<file path="src/rtl/riscv_pkg.sv">
// Shared RV32 definitions used across pipeline stages.
// Holds reset PC default, opcode constants and fetch bundle type.
package riscv_pkg;

  localparam int XLEN = 32;

  localparam logic [XLEN-1:0] RESET_PC_DEF = 32'h0000_0000;
  localparam logic [XLEN-1:0] INST_NOP     = 32'h0000_0013;

  localparam logic [6:0] OPC_LUI    = 7'b0110111;
  localparam logic [6:0] OPC_AUIPC  = 7'b0010111;
  localparam logic [6:0] OPC_JAL    = 7'b1101111;
  localparam logic [6:0] OPC_JALR   = 7'b1100111;
  localparam logic [6:0] OPC_BRANCH = 7'b1100011;
  localparam logic [6:0] OPC_LOAD   = 7'b0000011;
  localparam logic [6:0] OPC_STORE  = 7'b0100011;
  localparam logic [6:0] OPC_OPIMM  = 7'b0010011;
  localparam logic [6:0] OPC_OP     = 7'b0110011;

  // Instruction word paired with the PC it was fetched from.
  typedef struct packed {
    logic [XLEN-1:0] inst;
    logic [XLEN-1:0] pc;
  } fetch_entry_t;

  // Targets are always word aligned in this core.
  function automatic logic [XLEN-1:0] align_pc(
    input logic [XLEN-1:0] a
  );
    return {a[XLEN-1:2], 2'b00};
  endfunction

endpackage

</file>
<file path="src/rtl/fetch_fifo.sv">
// Small circular FIFO buffering fetched words ahead of decode.
// Flush empties it in one edge; head reads as zero when empty.
module fetch_fifo #(
  parameter int WIDTH = 64,
  parameter int DEPTH = 2,
  localparam int CW = $clog2(DEPTH + 1),
  localparam int PW = (DEPTH > 1) ? $clog2(DEPTH) : 1
) (
  input  logic             i_clk,
  input  logic             i_rst,
  input  logic             i_flush,
  input  logic             i_push,
  input  logic [WIDTH-1:0] i_din,
  input  logic             i_pop,
  output logic [CW-1:0]    o_count,
  output logic             o_empty,
  output logic [WIDTH-1:0] o_dout
);

  logic [WIDTH-1:0] r_mem [DEPTH];
  logic [PW-1:0]    r_wr;
  logic [PW-1:0]    r_rd;
  logic [CW-1:0]    r_count;
  logic             w_full;
  logic             w_pop;
  logic             w_push;

  function automatic logic [PW-1:0] inc(
    input logic [PW-1:0] p
  );
    return (p == PW'(DEPTH - 1)) ? '0 : p + 1'b1;
  endfunction

  assign o_empty = (r_count == '0);
  assign w_full  = (r_count == CW'(DEPTH));
  assign w_pop   = i_pop & ~o_empty;
  assign w_push  = i_push & (~w_full | w_pop);
  assign o_count = r_count;
  assign o_dout  = o_empty ? '0 : r_mem[r_rd];

  // Pointer and occupancy tracking; flush and reset clear both.
  always_ff @(posedge i_clk) begin
    if (i_rst || i_flush) begin
      r_wr    <= '0;
      r_rd    <= '0;
      r_count <= '0;
    end else begin
      if (w_push) r_wr <= inc(r_wr);
      if (w_pop)  r_rd <= inc(r_rd);
      r_count <= r_count + CW'(w_push) - CW'(w_pop);
    end
  end

  // Storage write; contents need no reset since head is gated by count.
  always_ff @(posedge i_clk) begin
    if (w_push && !i_flush && !i_rst) r_mem[r_wr] <= i_din;
  end

endmodule

</file>
<file path="src/rtl/fetch_unit.sv">
// Instruction fetch stage: PC, imem issue, kill of stale returns.
// Returned words queue in fetch_fifo and go to decode on valid/ready.
module fetch_unit
  import riscv_pkg::*;
#(
  parameter logic [31:0] RESET_PC  = RESET_PC_DEF,
  parameter int          IMEM_AW   = 12,
  parameter int          BUF_DEPTH = 2
) (
  input  logic               i_clk,
  input  logic               i_rst,
  input  logic               i_dec_ready,
  input  logic               i_redirect_valid,
  input  logic [31:0]        i_redirect_pc,
  output logic               o_imem_en,
  output logic [IMEM_AW-1:0] o_imem_addr,
  input  logic [31:0]        i_imem_dout,
  output logic               o_inst_valid,
  output logic [31:0]        o_inst,
  output logic [31:0]        o_inst_pc
);

  localparam int CW = $clog2(BUF_DEPTH + 1);

  logic [31:0]  r_pc;
  logic [31:0]  r_tag;
  logic         r_inflight;
  logic         r_kill;

  logic [CW-1:0] w_count;
  logic [CW:0]   w_occ;
  logic          w_empty;
  logic          w_pop;
  logic          w_push;
  logic          w_issue;
  fetch_entry_t  w_in;
  fetch_entry_t  w_head;

  // Space check counts the word already in flight toward the buffer.
  always_comb begin
    w_pop   = o_inst_valid & i_dec_ready;
    w_occ   = {1'b0, w_count}
            + (CW+1)'(r_inflight)
            - (CW+1)'(w_pop);
    w_issue = ~i_rst & ~i_redirect_valid
            & (w_occ < (CW+1)'(BUF_DEPTH));
    w_push  = r_inflight & ~r_kill & ~i_redirect_valid;
    w_in.inst = i_imem_dout;
    w_in.pc   = r_tag;
  end

  assign o_imem_en    = w_issue;
  assign o_imem_addr  = r_pc[IMEM_AW+1:2];
  assign o_inst_valid = ~w_empty;
  assign o_inst       = w_head.inst;
  assign o_inst_pc    = w_head.pc;

  // PC advance, redirect load, and in-flight/kill bookkeeping.
  always_ff @(posedge i_clk) begin
    if (i_rst) begin
      r_pc       <= RESET_PC;
      r_tag      <= '0;
      r_inflight <= 1'b0;
      r_kill     <= 1'b0;
    end else begin
      r_inflight <= w_issue;
      r_kill     <= i_redirect_valid;
      if (i_redirect_valid) begin
        r_pc <= align_pc(i_redirect_pc);
      end else if (w_issue) begin
        r_pc  <= r_pc + 32'd4;
        r_tag <= r_pc;
      end
    end
  end

  fetch_fifo #(
    .WIDTH (64),
    .DEPTH (BUF_DEPTH)
  ) u_fifo (
    .i_clk   (i_clk),
    .i_rst   (i_rst),
    .i_flush (i_redirect_valid),
    .i_push  (w_push),
    .i_din   (w_in),
    .i_pop   (w_pop),
    .o_count (w_count),
    .o_empty (w_empty),
    .o_dout  (w_head)
  );

endmodule

</file>
<file path="config.mk">
export PLATFORM = sky130hd
export DESIGN_NAME = fetch_unit
export DESIGN_NICKNAME = d
export VERILOG_FILES = /design/src/rtl/riscv_pkg.sv /design/src/rtl/fetch_fifo.sv /design/src/rtl/fetch_unit.sv
export SDC_FILE = /design/constraint.sdc
export NUM_CORES = 1
export LEC_CHECK = 0
export CAP_MARGIN = 25
export CORE_MARGIN = 1.5
export CORE_UTILIZATION = 56
export DETAILED_ROUTE_END_ITERATION = 16
export PLACE_DENSITY = 0.93
export SYNTH_ARGS = -nofsm -noshare
export SYNTH_HDL_FRONTEND = slang
export SYNTH_SLANG_ARGS = --single-unit
</file>
<file path="constraint.sdc">
create_clock -name i_clk -period 20.8 [get_ports i_clk]
set_clock_uncertainty 0.15 [all_clocks]
set_input_delay 4.16 -clock i_clk [delete_from_list [all_inputs] [get_ports i_clk]]
set_output_delay 4.16 -clock i_clk [all_outputs]
set_load 0.02 [all_outputs]
</file>
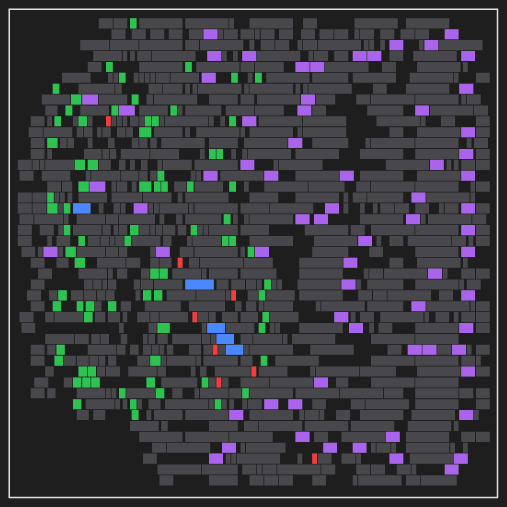
Fig. 1. Logic cells by family (run 1).
Scale: 4 px per um.
[multiplexers] purple | cells: 68 | most used: mux2i_1
[adder and majority cells] blue | cells: 5 | most used: ha_1
[inverters] red | cells: 8 | most used: inv_1
[inverting AOI/OAI gates] green | cells: 77 | most used: a21oi_1
most numerous logic cell after layout: sky130_fd_sc_hd__clkdlybuf4s50_1
multi-input logic portion of the cell area: 0.256

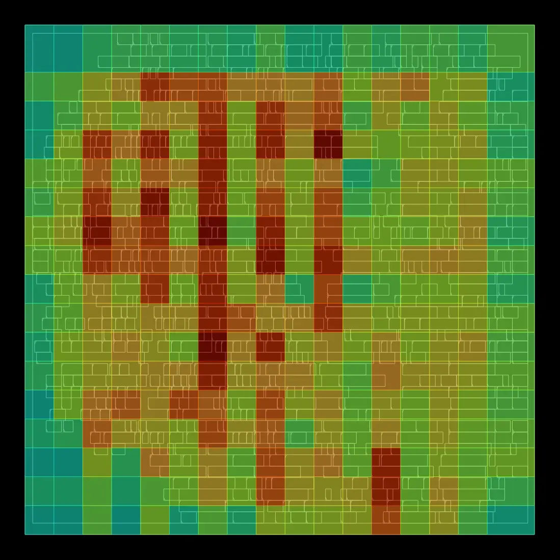
Fig. 2. Congestion heat map (run 1).
post-route core utilization: 0.720
layer carrying the most global-route usage: met2
post-detailed-route wirelength per cell: 16.7 um
global-route total usage across every layer: 0.222

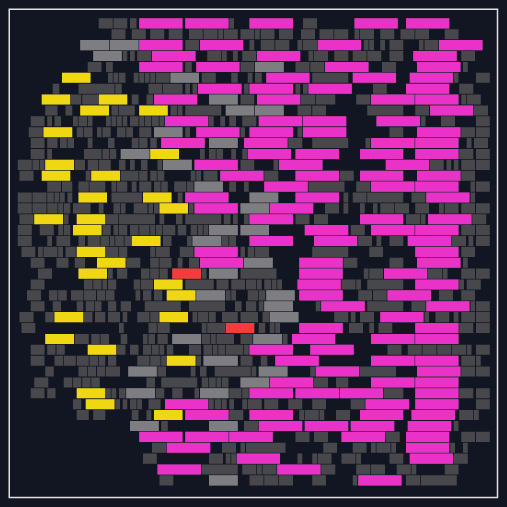
Fig. 3. Where the registers sit (run 1).
Scale: 4 px per um. Other sequential cells in the stronger grey, the rest of the logic in the fainter grey.
[r_pc] yellow | sequential cells: 30
[u_fifo.o_count] red | sequential cells: 2
[u_fifo.r_mem] magenta | sequential cells: 124
not coloured: 35
total sequential power: 421 uW
sequential cell area: 0.00507 sq mm
flip-flop and latch share of the layout cell area: 0.509

[run 1: cell families after synthesis]
family	Yosys count
adders and majority gates	5
AOI/OAI and AO/OA	81
and+or+nand+nor	239
DFF	191
muxes	68
other	1
xor gates and xnor gates	22
buffers and inverters	60
[run 1: worst max-delay path by stage]
stage	from	endpoint	slack, ns	cells past startpoint
2_1_floorplan	i_dec_ready	o_imem_en	10.40	9
3_3_place_gp	i_dec_ready	o_imem_en	9.12	10
3_5_place_dp	i_dec_ready	o_imem_en	9.03	10
4_1_cts	i_dec_ready	o_imem_en	8.95	10
5_1_grt	i_dec_ready	o_imem_en	8.83	10
6_report	i_dec_ready	o_imem_en	8.94	10
[run 1: stage by stage]
step | total power, mW | hold slack (ns)
2_1_floorplan | 0.458 | 0.275
3_3_place_gp | 0.483 | 0.283
3_5_place_dp | 0.485 | 0.292
4_1_cts | 0.798 | 0.307
5_1_grt | 0.820 | 0.317
6_report | 0.794 | 0.309
[run 1: placed cells by master, fill, tap and decap left out, types with 3 or more instances in the layout]
master	instances
sky130_fd_sc_hd__xor2_1	13
sky130_fd_sc_hd__dfxtp_1	66
sky130_fd_sc_hd__a211oi_1	5
sky130_fd_sc_hd__clkbuf_1	3
sky130_fd_sc_hd__buf_4	6
sky130_fd_sc_hd__ha_1	4
sky130_fd_sc_hd__xnor2_1	9
sky130_fd_sc_hd__a31oi_1	12
sky130_fd_sc_hd__nor2_1	80
sky130_fd_sc_hd__mux2i_1	65
sky130_fd_sc_hd__clkbuf_8	3
sky130_fd_sc_hd__nand4_1	15
sky130_fd_sc_hd__nand2_1	79
sky130_fd_sc_hd__nand3_1	19
sky130_fd_sc_hd__clkdlybuf4s50_1	140
sky130_fd_sc_hd__mux2_2	3
sky130_fd_sc_hd__clkbuf_16	20
sky130_fd_sc_hd__and3_1	6
sky130_fd_sc_hd__inv_1	7
sky130_fd_sc_hd__a21oi_1	42
sky130_fd_sc_hd__edfxtp_1	124
sky130_fd_sc_hd__nor3_1	10
sky130_fd_sc_hd__and2_1	12
sky130_fd_sc_hd__o22ai_1	9
[run 1: layer usage]
layer,up-vias,GRT usage,part of all wire
li1,2611,-,-
met1,2617,0.295,0.42
met2,194,0.357,0.50
met3,26,0.0468,0.056
met4,0,0.0926,0.019
met5,-,0,0
[run 1: flip-flops by register name, summed over array words and instances, names as in the netlist, named ones only]
name and cells:
r_kill 1, u_fifo.r_rd 1, u_fifo.r_mem 124, u_fifo.r_wr 1, r_pc 30, u_fifo.o_count 2, r_inflight 1, r_tag 30
[run 1: power by group through the flow]
stage               clock [mW]  combinational [mW]  sequential [mW]
floorplan                    0              0.0325            0.426
global placement             0              0.0545            0.428
detailed placement           0              0.0562            0.429
CTS                      0.321              0.0567            0.421
global route             0.337              0.0616            0.422
finish                   0.317              0.0572            0.421
[run 1: synth_stat cells (all sizes together) (5+ instances only)]
cell type / number
nand2: 79
dfxtp: 67
xor2: 13
nand3: 20
xnor2: 9
a21oi: 42
nand4: 16
mux2i: 65
a31oi: 12
and3: 8
clkbuf: 23
nor2: 81
and2: 12
nor3: 11
inv: 8
buf: 28
o22ai: 9
a211oi: 5
edfxtp: 124
==> summary.txt, run 1 <==
Results of the implementation run.

The endpoint identified for the worst register-to-register timing path is r_pc[19]$_SDFFE_PP0P_. The number of instances resized during post-cts repair came out at 0. The flop count came out at ~190.

The die outline width came out at 122 um. The async set-or-reset flop fraction in the synthesized netlist came out at 0. The switching share of power came out at 0.216. The post-cts hold-fix buffer tally came out at 0. The finished layout holds 976 standard cells, fillers aside.

The post-synthesis share of cell area spent on and-or and or-and gates is 0.0608. The die height is 122 um. The smallest clock period supported by the final layout is computed as 11.86 ns.

Per the finish-stage timing summary, setup violations number 0. The endpoint of the worst hold path is reported as u_fifo.r_mem[0][11]$_DFFE_PP_. The maximum buffer depth of the clock tree came out at 2. The maximum fanout count along the critical path is 37.

The actual transition at the worst max-transition pin came out at 1.02 ns. The largest stage delay on the critical path is around 0.73 ns. The first-pass iteration count of the detailed router is 4. The cell count after synthesis is 667. The HPWL after detailed placement is between 10000 and 15000 um. The critical path in this run is classified as input pin to output pin.

The area of all placed cells without fillers is 0.00995 sq mm. The worst setup path is launched from an input pin. The non-clock inverter instance count of the final layout came out at 8. The I/O pin count is about 150. TritonRoute reported its final design rule violation total as 0. Once iteration 0 of detailed routing completed, the report listed about 440 DRC markers. The clock network contribution to total cell area came out at 0.0599.

The critical path required time came out at roughly 16 ns. The worst-skew pair later-pin latency came out at roughly 0.43 ns. The count of cells along the worst register-to-register path is 12.

The combinational power share came out at 0.072. The share of layout cells above drive strength 1 is 0.0678. The area of the core is between 0.01 and 0.015 sq mm.

The area of the die is around 0.015 sq mm. The global route stage reports its total congestion overflow as 0. The post-CTS repair timing setup buffer count is 0. In the post-route analysis, the smallest setup slack over all paths is around 8.9 ns. The synthesis log from Yosys contains 0 warnings. Looking at the reg2reg group, the worst path starts from u_fifo.o_count[1]$_SDFF_PP0_. The maximum achievable frequency is about 84 MHz. The number of sinks driven by the clock tree is about 190. The worst slack at placement came out at 9.03 ns. The worst supply voltage drop on vdd is a little under 0.06 mV. The number of synthesized flops with an enable pin came out at ~120. The number of pins with negative max-slew slack in the final report came out at 0.

The flow ran to the end, and the final reports show no timing, DRC or antenna violations. The area fraction in and, or, nand and nor cells is 0.139. The TritonCTS clock tree is yes. The Yosys chip area is between 0.007 and 0.008 sq mm.

The biggest area contributor in the post-synthesis netlist is sky130_fd_sc_hd__edfxtp_1. The script extracted a total leakage power of 3.27 nW. The weighted congestion at the end of routability-driven global placement is about 0.87. In this run the most critical hold path is launched from r_tag[11]$_SDFFE_PP0P_. For reference, the top cells by area after synthesis are sky130_fd_sc_hd__edfxtp_1, sky130_fd_sc_hd__dfxtp_1, sky130_fd_sc_hd__mux2i_1. The final clock period utilization by the worst path is 0.570. STA reports a reg2reg setup slack of 16.67 ns.

Per the synthesis report, the adder-cell share of the synthesized area is 0.00888. Summing every instance area after synthesis gives ~0.0079 sq mm. In this run the clock root is driven by a sky130_fd_sc_hd__clkbuf_16. The most used flip-flop cell after synthesis is sky130_fd_sc_hd__edfxtp_1. The final net count is approximately 860. The average footprint of a synthesized cell is between 10 and 15 sq um. The hold violation count in the final report is 0. Per the detail_route report, vias per standard cell equal about 5.6.

The cell with the biggest individual delay on the critical path is sky130_fd_sc_hd__clkdlybuf4s50_1. The total of fill cells in the finished design came out at just over 900. about 420 cells are multi-input combinational gates. In this run, placement finished with an instance count of around 940. The clock slew at the register clock pins of the worst setup and hold paths is ~0.06 ns.
==> run 2, diff against run 1 <==
--- a/config.mk
+++ b/config.mk
@@ -7,9 +7,9 @@
 export LEC_CHECK = 0
 export CAP_MARGIN = 25
 export CORE_MARGIN = 1.5
-export CORE_UTILIZATION = 56
+export CORE_UTILIZATION = 47
 export DETAILED_ROUTE_END_ITERATION = 16
-export PLACE_DENSITY = 0.93
+export PLACE_DENSITY = 0.84
 export SYNTH_ARGS = -nofsm -noshare
 export SYNTH_HDL_FRONTEND = slang
 export SYNTH_SLANG_ARGS = --single-unit
==> constraint.sdc (replaced) <==
create_clock -name i_clk -period 10.8 [get_ports i_clk]
set_clock_uncertainty 0.15 [all_clocks]
set_input_delay 2.16 -clock i_clk [delete_from_list [all_inputs] [get_ports i_clk]]
set_output_delay 2.16 -clock i_clk [all_outputs]
set_load 0.02 [all_outputs]
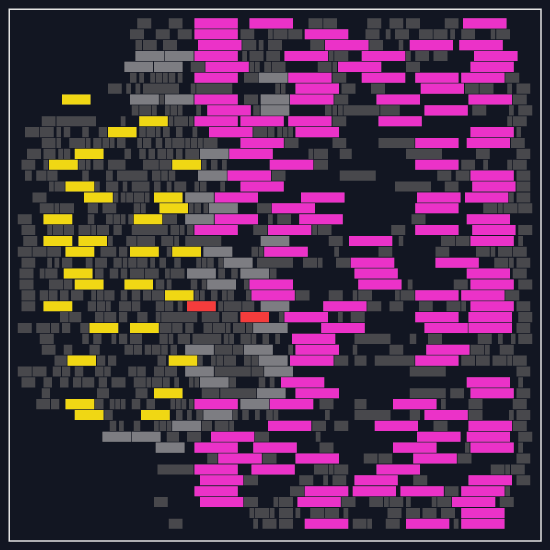
Fig. 4. Where the registers sit (run 2).
Scale: 4 px per um. Other sequential cells in the stronger grey, the rest of the logic in the fainter grey.
[u_fifo.o_count] red | sequential cells: 2
[u_fifo.r_mem] magenta | sequential cells: 124
[r_pc] yellow | sequential cells: 30
total sequential power: 810 uW
flip-flop and latch share of the layout cell area: 0.507
post-route core utilization: 0.607

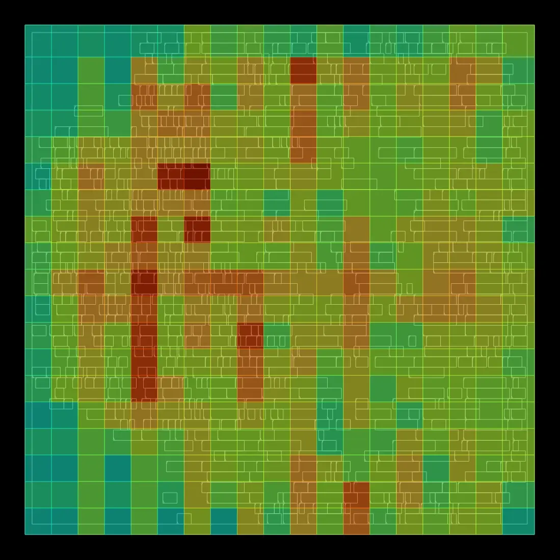
Fig. 5. Congestion heat map (run 2).
global-route track usage on met2: 0.296
met1 Usage GRT: 0.252

==> run 2 against run 1 <==
  * Global-route usage fell by 3.8 points
  * Sequential share of layout area fell by 0.20 points
  * Clock power rose by 83%
  * Cell count rose by 4.2%
  * Via count fell by 3.2%
  * Non-clock buffer count rose by 1
  * First-iteration DRC count fell by 14%
  * Critical path type unchanged
  * Critical endpoint unchanged
  * Largest cell class unchanged
  * Largest power group unchanged
==> summary.txt, run 2 <==
Results of the implementation run.

The run finished with clean final reports. The number of instances resized during post-cts repair is 0 (unchanged). The final non-filler cell total is 1017 (+4.2%).

The worst supply voltage drop on vdd is 0.116 mV (+97%). The area of all placed cells without fillers came to 0.00999 sq mm (+0.40%). The floorplan-stage core utilization came out at 0.479. The max-slew headroom at the worst pin is 0.387. The setup slack of the worst register-to-register path came out at 7.38 ns (-9.29 ns). The wire length of the first global-routing pass came out at between 20000 and 30000 um. The kind of launch point of the worst setup path is an input pin. The setup path with the least slack is of type input pin to output pin. The number of register bits inferred by synthesis came out at approximately 190. The number of logged tool warnings came out at 28. The number of synthesized flops with an enable pin is 124 (unchanged).

The actual transition at the worst max-transition pin is 0.913 ns (-0.111 ns). The leakage component of the power came out at 3.27 nW (about the same). The count of port buffers added during placement came out at 141. Adding up every negative setup slack in the final design gives 0 ns. The die height came out at 133 um (+8.9%). In this run the core area contains between 40 and 50 standard-cell rows.

The post-CTS repair timing setup buffer count is 0 (unchanged). The total congestion overflow is 0 (unchanged). The total length of routed wires is 15800 um.

The hold violation count in the final report was 0 (unchanged). CTS placed an instance of sky130_fd_sc_hd__clkbuf_16 at the clock tree root. After synthesis, the most frequently instantiated cells are sky130_fd_sc_hd__edfxtp_1, sky130_fd_sc_hd__nor2_1, sky130_fd_sc_hd__nand2_1. The area of the core came to 0.0165 sq mm (+19%). sky130_fd_sc_hd__edfxtp_1 is the most common cell in the netlist. The final net count came to 857 (+0.12%). The cell with the biggest individual delay on the critical path is sky130_fd_sc_hd__clkdlybuf4s50_1.

For this run, the register share of the synthesized area comes to 0.642. The total half-perimeter wirelength after legalization and detailed placement was 10000 um (-2.7%). The count of cells along the worst register-to-register path was 11 (-1). The number of antenna violations at the first check in global routing is 0.

The sort of element at the end of the critical path is an output pin. The detailed router's first-iteration violation count came out at 379 (-14%). The time the worst path needs with I/O delays and setup is slightly below 8 ns. The footprint of the multi-input gates came out at 0.00255 sq mm. The number of pins with negative max-slew slack in the final report came out at 0 (unchanged).

The area of the die came out at 0.0176 sq mm (+19%). The largest total area in the synthesized netlist belongs to sky130_fd_sc_hd__edfxtp_1. The maximum number of pins on one net before global-route repair is a little over 70. The maximum fanout count along the critical path came out at 37 (unchanged). The TritonCTS clock tree is yes. The worst-skew pair later-pin latency came out at 0.42 ns (about the same). The total standard cell area after synthesis came out at 0.00789 sq mm (unchanged). The growth of design area from synthesis to finish is 26.7%. The via count is approximately 5300.

The average footprint of a synthesized cell was 11.8 sq um (unchanged). The dominant synthesized flop cell is sky130_fd_sc_hd__edfxtp_1. The I/O pin count came to 146 (unchanged). The launch instance of the worst min-delay path is r_tag[13]$_SDFFE_PP0P_. The yosys warning tally came to 0 (unchanged). The cell count after synthesis is 667 (unchanged). The top logic cell by instance count in the layout is sky130_fd_sc_hd__clkdlybuf4s50_1. The share of layout cells above drive strength 1 came out at 0.0703 (+0.00242). The first-pass iteration count of the detailed router was 4 (unchanged). The total of fill cells in the finished design came out at 1312 (+42%). The remaining number of nets flagged by the antenna check after routing is 0. The weighted congestion at the end of routability-driven global placement came out at 0.841 (-2.9%). The class of the most critical hold timing path is register to register.

The cell with the most instances on the worst path is sky130_fd_sc_hd__clkdlybuf4s50_1. 0 antenna diodes ended up in the layout. The yosys stat cell total came out at ~670. The flip-flop count of the largest register, all copies and words added was 124 (unchanged). The post-cts hold-fix buffer tally came to 0 (unchanged).

The Yosys chip area is 0.00789 sq mm (unchanged). The top-area cell type share of the netlist area came out at 0.472. The clock slew at the register clock pins of the worst setup and hold paths is 0.07 ns (about the same). The placed cell area is 0.00940 sq mm. The critical path data arrival time came out at between 5 and 6 ns. The distinct cell type count of the synthesized netlist is a little under 50. The worst reg2reg path endpoint is r_pc[19]$_SDFFE_PP0P_. Ranking logic cells in the layout by count gives the top entries sky130_fd_sc_hd__clkdlybuf4s50_1, sky130_fd_sc_hd__edfxtp_1, sky130_fd_sc_hd__nor2_1. The count of endpoints failing setup in the final report is 0 (unchanged).

The startpoint identified for the worst register-to-register timing path is u_fifo.o_count[1]$_SDFF_PP0_. The number of sinks driven by the clock tree came out at 191 (unchanged). The count of max-cap constraint violations came out at 0. The die outline width is 133 um (+8.9%). The CTS report gives the tree buffer count as 17.

The number of global-route vias before repair is 4882. For hold timing, the worst endpoint is u_fifo.r_mem[1][13]$_DFFE_PP_. The largest stage delay on the critical path is 0.74 ns (about the same). The final clock period utilization by the worst path came out at 0.720. The via density per instance came out at 5.19 (-7.1%). The number of remaining DRC errors is 0 (unchanged).

The critical path required time came out at 8.49 ns (-8.00 ns). By area the synthesized netlist is led by sky130_fd_sc_hd__edfxtp_1, sky130_fd_sc_hd__dfxtp_1, sky130_fd_sc_hd__mux2i_1. Setup repair after global routing left no endpoint under its margin. The power per cell area is between 150 and 200 mW/mm^2. The maximum achievable frequency is 129 MHz. The maximum buffer depth of the clock tree came out at 2 (unchanged). In the final layout, the registers with the most flip-flops are u_fifo.r_mem (124), r_pc (30), r_tag (30). The combined flip-flop and latch cell area came out at 0.00507 sq mm (unchanged). The async set-or-reset flop fraction in the synthesized netlist came out at 0 (unchanged).

Walking the worst path, the cells encountered are clkdlybuf4s50_1 > inv_1 > nor2_1 > ha_1 > nand2b_1 > fa_1 > xnor2_1 > nand3_2 > inv_2 > clkdlybuf4s50_1. Counting flops per register, the top entry is u_fifo.r_mem. The CTS H-tree depth is 4. The mean routed wirelength per cell is 15.5 um (-7.2%). The total global-route track usage is 0.185 (-0.0377). The placed cell count is 984 (+4.3%). Along the worst hold path, the cell count comes to 0.
-- run 2: cell types whose count changed in the layout (fill, tap and decap cells not counted) --
cell / delta
sky130_fd_sc_hd__buf_16: +1
sky130_fd_sc_hd__clkbuf_1: -1
sky130_fd_sc_hd__clkbuf_16: -2
sky130_fd_sc_hd__clkbuf_4: +1
sky130_fd_sc_hd__clkbuf_8: -2
sky130_fd_sc_hd__clkinv_4: +3
sky130_fd_sc_hd__clkinvlp_4: -1
sky130_fd_sc_hd__inv_6: +2
-- run 2: kinds of logic after synthesis --
kind of cell | count (synthesis) | synth area share
fa+ha+maj | 5 | 0.00889
simple gates | 239 | 0.139
compound gates | 81 | 0.0608
flops | 191 | 0.642
buf+inv | 60 | 0.0370
mux | 68 | 0.0868
xor+xnor | 22 | 0.0244
other cells | 1 | 0.000476
-- run 2: power breakdown --
group | total [mW] | internal, mW | switching [mW]
sequential | 0.810 | 0.792 | 0.0180
combinational | 0.110 | 0.0535 | 0.0564
clock | 0.580 | 0.319 | 0.261
total | 1.50 | 1.16 | 0.335
-- run 2: how the worst max path moves through the flow --
| stage | startpoint | end | cells past startpoint |
|---|---|---|---|
| finish | i_dec_ready | o_imem_en | 10 |
| floorplan | i_redirect_valid | u_fifo.r_mem[1][10]$_DFFE_PP_ | 4 |
| global placement | i_dec_ready | o_imem_en | 10 |
| CTS | i_dec_ready | o_imem_en | 10 |
| detailed placement | i_dec_ready | o_imem_en | 10 |
| global route | i_dec_ready | o_imem_en | 10 |
-- run 2: per-stage QoR --
step                 util  total power, mW  hold WS (ns)  worst slack [ns]
global route        0.607             1.55         0.315              2.90
CTS                 0.605             1.51         0.306              3.07
floorplan               -            0.883         0.275              2.99
finish              0.607             1.50         0.304              3.03
global placement    0.569            0.931         0.281              3.13
detailed placement  0.571            0.934         0.289              3.12
-- run 2: final cells by class --
type,count,share of cell area
Clock buffer,22,0.0480
Clock inverter,10,0.00789
Inverter,8,0.00301
Multi-Input combinational cell,417,0.255
Sequential cell,191,0.507
Tap cell,220,0.0276
Timing Repair Buffer,149,0.151
-- run 2: worst max-delay path: cells and delay by family --
family,cells,cell delay [ns]
xor+xnor,1,0.46
buf+inv,4,1.81
fa+ha+maj,2,0.59
simple gates,3,0.43
-- run 2: routing by layer --
metal,share of wire,wire length [um],global-route usage
met5,0,0,0
met1,0.46,7200,0.252
met3,0.053,833,0.0345
met2,0.48,7500,0.296
met4,0.015,230,0.0696
No activity file was given, so power comes from the tool's default toggle rates.
